[config.mk]
export PLATFORM = sky130hd
export DESIGN_NAME = serial_subtractor16
export DESIGN_NICKNAME = d
export VERILOG_FILES = /design/src/rtl/serial_subtractor16.sv
export SDC_FILE = /design/constraint.sdc
export NUM_CORES = 1
export LEC_CHECK = 0
export ABC_AREA = 1
export CAP_MARGIN = 25
export CORE_MARGIN = 2
export CORE_UTILIZATION = 47
export DETAILED_ROUTE_END_ITERATION = 12
export PLACE_DENSITY_LB_ADDON = 0.15
export REMOVE_ABC_BUFFERS = 1
export SYNTH_ARGS = -nofsm -noshare
export SYNTH_HDL_FRONTEND = slang
export SYNTH_SLANG_ARGS = --single-unit
[constraint.sdc]
create_clock -name CLK -period 2.7 [get_ports CLK]
set_clock_uncertainty 0.15 [all_clocks]
set_input_delay 0.27 -clock CLK [delete_from_list [all_inputs] [get_ports CLK]]
set_output_delay 0.27 -clock CLK [all_outputs]
set_load 0.03 [all_outputs]
[src/rtl/serial_subtractor16.sv]
// ----------------------------------------------------------------------------
// serial_subtractor16
//
// Multi-cycle subtractor computing DIFF = A - B - BIN (mod 2^WIDTH). The
// operands are latched on the accepting edge and processed one SLICE-bit slice
// per clock, least-significant slice first. The borrow is carried between
// slices in a register, so only one SLICE-wide adder is needed.
//
// Timing (defaults, N = WIDTH/SLICE = 2):
//   c0 : START sampled with READY=1
//   c1 : RUN, slice 0
//   c2 : RUN, slice 1
//   c3 : DONE=1, results valid and newly updated
//
// Ports:
//   CLK    in   clock, rising edge
//   RST    in   asynchronous active-high reset
//   START  in   request, sampled only while READY=1
//   A      in   minuend   [WIDTH-1:0], captured on accept
//   B      in   subtrahend[WIDTH-1:0], captured on accept
//   BIN    in   borrow in, captured on accept
//   READY  out  block can accept START this cycle (IDLE or DONE)
//   DONE   out  one-cycle pulse, result outputs newly updated
//   DIFF   out  A - B - BIN modulo 2^WIDTH
//   BOUT   out  unsigned borrow out (A < B + BIN)
//   ZERO   out  DIFF == 0
//   NEG    out  DIFF[WIDTH-1]
//   OVF    out  signed overflow of the two's-complement subtraction
// ----------------------------------------------------------------------------
module serial_subtractor16 #(
  parameter int WIDTH = 16,
  parameter int SLICE = 8
) (
  input  logic             CLK,
  input  logic             RST,
  input  logic             START,
  input  logic [WIDTH-1:0] A,
  input  logic [WIDTH-1:0] B,
  input  logic             BIN,
  output logic             READY,
  output logic             DONE,
  output logic [WIDTH-1:0] DIFF,
  output logic             BOUT,
  output logic             ZERO,
  output logic             NEG,
  output logic             OVF
);

  localparam int N  = WIDTH / SLICE;
  localparam int IW = (N > 1) ? $clog2(N) : 1;

  typedef enum logic [1:0] {
    S_IDLE,
    S_RUN,
    S_DONE
  } state_e;

  state_e           state_q;
  logic [IW-1:0]    idx_q;
  logic             borrow_q;
  logic [WIDTH-1:0] a_q;
  logic [WIDTH-1:0] b_q;
  logic [WIDTH-1:0] work_q;
  logic [WIDTH-1:0] diff_q;
  logic             bout_q;
  logic             zero_q;
  logic             neg_q;
  logic             ovf_q;

  // Slice datapath: next working register and next borrow for the current slice.
  logic [SLICE-1:0] a_slice;
  logic [SLICE-1:0] b_slice;
  logic [SLICE:0]   slice_sum;
  logic [WIDTH-1:0] work_d;
  logic             borrow_d;
  logic             last_slice;

  // NOTE: every signal assigned in always_comb gets a default first so no
  // path leaves it unassigned, which would otherwise infer a latch.
  always_comb begin
    a_slice    = a_q[int'(idx_q) * SLICE +: SLICE];
    b_slice    = b_q[int'(idx_q) * SLICE +: SLICE];
    // Subtraction as addition of the one's complement; the incoming borrow is
    // inverted into a carry-in, and the carry-out inverted back into a borrow.
    slice_sum  = {1'b0, a_slice} + {1'b0, ~b_slice} + {{SLICE{1'b0}}, ~borrow_q};
    work_d     = work_q;
    work_d[int'(idx_q) * SLICE +: SLICE] = slice_sum[SLICE-1:0];
    borrow_d   = ~slice_sum[SLICE];
    last_slice = (idx_q == IW'(N - 1));
  end

  // NOTE: all state is updated with non-blocking assignments so every register
  // samples the pre-edge values, independent of statement order.
  always_ff @(posedge CLK or posedge RST) begin
    if (RST) begin
      state_q  <= S_IDLE;
      idx_q    <= '0;
      borrow_q <= 1'b0;
      a_q      <= '0;
      b_q      <= '0;
      work_q   <= '0;
      diff_q   <= '0;
      bout_q   <= 1'b0;
      zero_q   <= 1'b0;
      neg_q    <= 1'b0;
      ovf_q    <= 1'b0;
    end else begin
      case (state_q)
        // DONE accepts a new request exactly like IDLE, giving back-to-back ops.
        S_IDLE, S_DONE: begin
          if (START) begin
            a_q      <= A;
            b_q      <= B;
            borrow_q <= BIN;
            idx_q    <= '0;
            state_q  <= S_RUN;
          end else begin
            state_q  <= S_IDLE;
          end
        end

        S_RUN: begin
          work_q   <= work_d;
          borrow_q <= borrow_d;
          if (last_slice) begin
            idx_q   <= '0;
            state_q <= S_DONE;
            // Flags come from the full-width result including this last slice.
            diff_q  <= work_d;
            bout_q  <= borrow_d;
            zero_q  <= (work_d == '0);
            neg_q   <= work_d[WIDTH-1];
            ovf_q   <= (a_q[WIDTH-1] != b_q[WIDTH-1]) &&
                       (work_d[WIDTH-1] != a_q[WIDTH-1]);
          end else begin
            idx_q   <= idx_q + IW'(1);
          end
        end

        default: state_q <= S_IDLE;
      endcase
    end
  end

  assign READY = (state_q != S_RUN);
  assign DONE  = (state_q == S_DONE);
  assign DIFF  = diff_q;
  assign BOUT  = bout_q;
  assign ZERO  = zero_q;
  assign NEG   = neg_q;
  assign OVF   = ovf_q;

endmodule
==> images/final_congestion.png <==
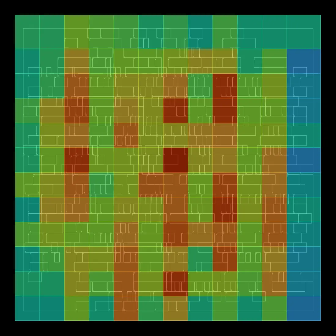
GR Util met2: 29.8%
layer carrying the most global-route usage: met2
Total GRT Usage: 18.8%
M3 GR Usage: 4.86%
Wirelength per Cell: 12.3 um

==> images/met3.png <==
The bar under the picture is 20 um long. Cells faint in the background.
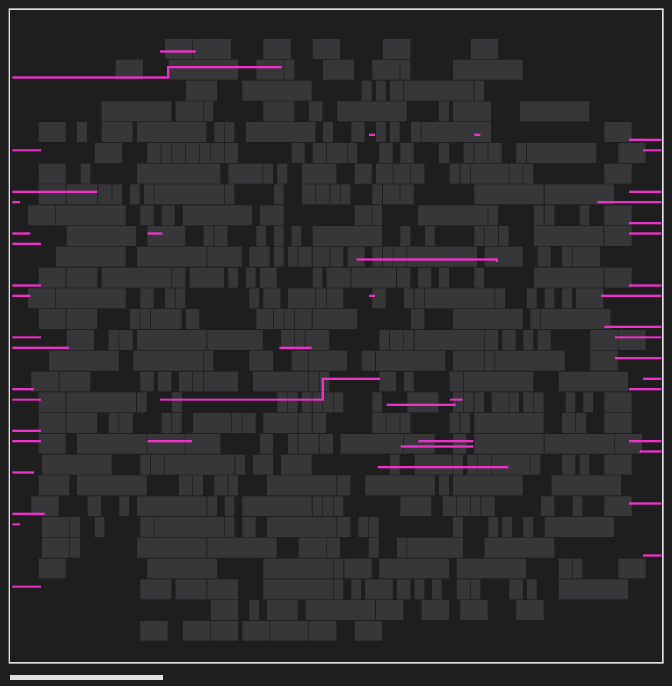
The layer carries 279 um of wire. The longest straight run is 21.2 um.
via count: 2390
Routed WL: 6000 um

==> impl_metrics.py <==
# Generated from Yosys and OpenROAD reports
metrics = {
    "final_timing": {
        "rsz0062_at_grt": "no",
        "final_hold_viol_count": 0,
        "period_used_pct": 92.6,
        "postLayoutSetupSlackWorst_ns": 0.201,
        "slew_headroom_pct": 62.6,
        "timing.final.setup_violations": 0,
        "slew_violations": 0,
    },
    "layout": {
        "drive_above_1_share_pct": 14.0,
        "syn2layout_area_growth_pct": 27.9,
        "stdcell_count": 490,
    },
    "die": {
        "dieArea_um2": 7280,
        "row_count": 29,
        "fp_util_pct": 48.7,
        "die_w_um": 85.4,
    },
    "placed_design": {
        "port_buffers": 57,
        "place.gp.congestion": 0.838,
        "place_area_um2": 3760,
        "placed_cells": 474,
    },
    "global_routing": {
        "grt_overflow": 0,
        "grt_pass1_wl_um": 10600,
        "grt_pass1_vias": 2371,
        "grt_start_max_net_pins": 51,
        "antenna_found_initial": 0,
    },
    "synth": {
        "synthCells": 351,
        "synth_cell_type_count": 31,
        "flop_cell": "dfrtp_1",
        "synth_chip_area_um2": 3110,
        "yosys.area.top_type": "dfrtp_1",
        "netlist_top_cells_area": "dfrtp_1 51%, nand2_1 8.4%, inv_1 5.8%, mux2_2 5.8%, o21ai_0 4.8%",
        "async_flop_share_pct": 100,
        "yosysCellCount": 351,
        "seq_area_frac_synth_pct": 51.5,
        "synth_area_um2": 3110,
        "edf_count": 0,
    },
    "clock_tree": {
        "clkLatencyLatePin_ns": 0.34,
        "cts_tree": "done",
    },
    "min_path": {
        "hold_path.class": "input port to async pin",
    },
    "flow_run": {
        "warning_count": 25,
    },
    "status": {
        "status": "finished, final reports clean",
    },
    "routing": {
        "postRouteAntennaNets": 0,
        "drc": 0,
    },
    "setup_path": {
        "timing.rr.start": "idx_q",
    },
}
==> images/met2.png <==
Cells faint in the background.
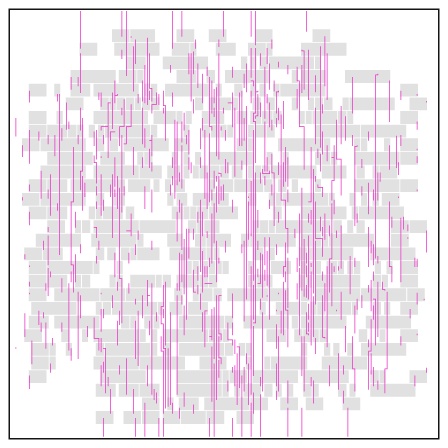
The longest straight run is 38.4 um. The layer carries 2790 um of wire. The wires run mostly vertical.

==> images/clock_map.png <==
The bar under the picture is 20 um long.
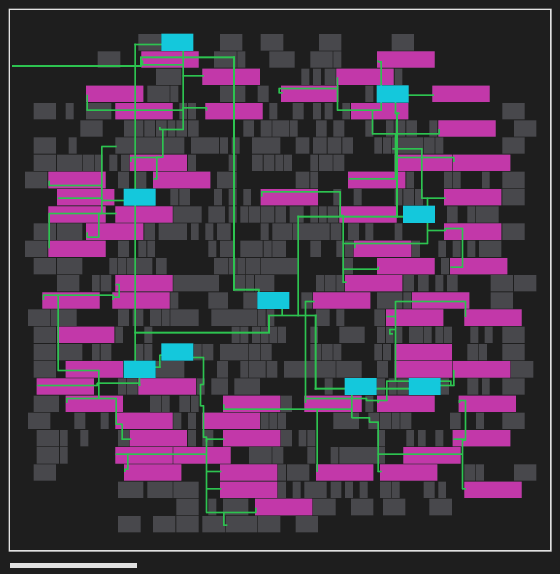
Key: green = clock wires [length 856 um]; cyan = cells driving clock nets [count 9]; magenta = flip-flops [count 64]
Position of the flops: all over the die.

metal layers:
layer,GRT usage [%],part of all wire (%),wire [um]
met1,24.0,46,2780
met2,29.8,47,2790
met3,4.86,4.6,279
met4,9.24,2.5,152
met5,0,0,0
layout by cell type (no fill, tap or decap), types with 3 or more instances in the layout:
master	Yosys	final
dfrtp_1	64	64
clkbuf_8	0	11
o21ai_1	7	7
a21oi_1	21	21
nand3_1	15	15
inv_2	3	4
nand2_1	70	70
nand2_2	6	6
o21ai_0	30	30
a21oi_2	3	3
mux2_2	16	16
nor2_1	25	25
nor2_4	3	3
inv_1	48	47
clkdlybuf4s50_1	0	57
ha_1	7	7
worst max-delay path: stages (launching register included):
cell and delay, ns:
dfrtp_1 0.43, nand2_1 0.08, o21ai_0 0.12, fa_2 0.44, fa_1 0.42, nand3_1 0.12
nand2_2 0.09, a21oi_2 0.17, xor2_2 0.17, nand2_1 0.06, o21ai_1 0.09, inv_1 0.05
registers in the layout (all words and copies together), names as in the netlist:
name / cells
state_q: 2
a_q: 16
idx_q: 1
DIFF: 16
OVF: 1
work_q: 9
BOUT: 1
b_q: 16
ZERO: 1
borrow_q: 1
cell type report:
| class | instances | area (um^2) |
|---|---|---|
| tap | 77 | 96.3 |
| sequential | 64 | 1600 |
| multi-input combinational | 221 | 1260 |
| clock inverter | 3 | 40.0 |
| inverter | 51 | 191 |
| fill | 561 | 2410 |
| clock buffer | 13 | 159 |
| timing repair buffer | 61 | 626 |
stage by stage:
stage / TNS (ns) / utilization (%) / hold slack [ns]
after floorplan: -1.10 / - / 0.271
after global placement: 0 / 58.9 / 0.311
after detailed placement: 0 / 58.9 / 0.314
after CTS: 0 / 62.0 / 0.160
after global routing: 0 / 62.3 / 0.213
final: 0 / 62.3 / 0.149
kinds of logic after synthesis:
| kind of cell | synth area share [%] |
|---|---|
| xor gates and xnor gates | 0.845 |
| AOI/OAI and AO/OA | 11.1 |
| muxes | 5.79 |
| buffers and inverters | 8.45 |
| DFF | 51.5 |
| and+or+nand+nor | 18.3 |
| adders and majority gates | 4.10 |
how the worst max path moves through the flow:
stage / end / cells past startpoint
2_1_floorplan: DIFF[14] / 10
3_5_place_dp: ZERO / 11
3_3_place_gp: DIFF[14] / 11
6_report: DIFF[14] / 11
5_1_grt: DIFF[14] / 11
4_1_cts: ZERO / 11
timing repair:
action	4_1_cts	5_1_grt
endpoints found under the hold margin	0	0
resized	0	3
endpoints found under the setup margin	0	3
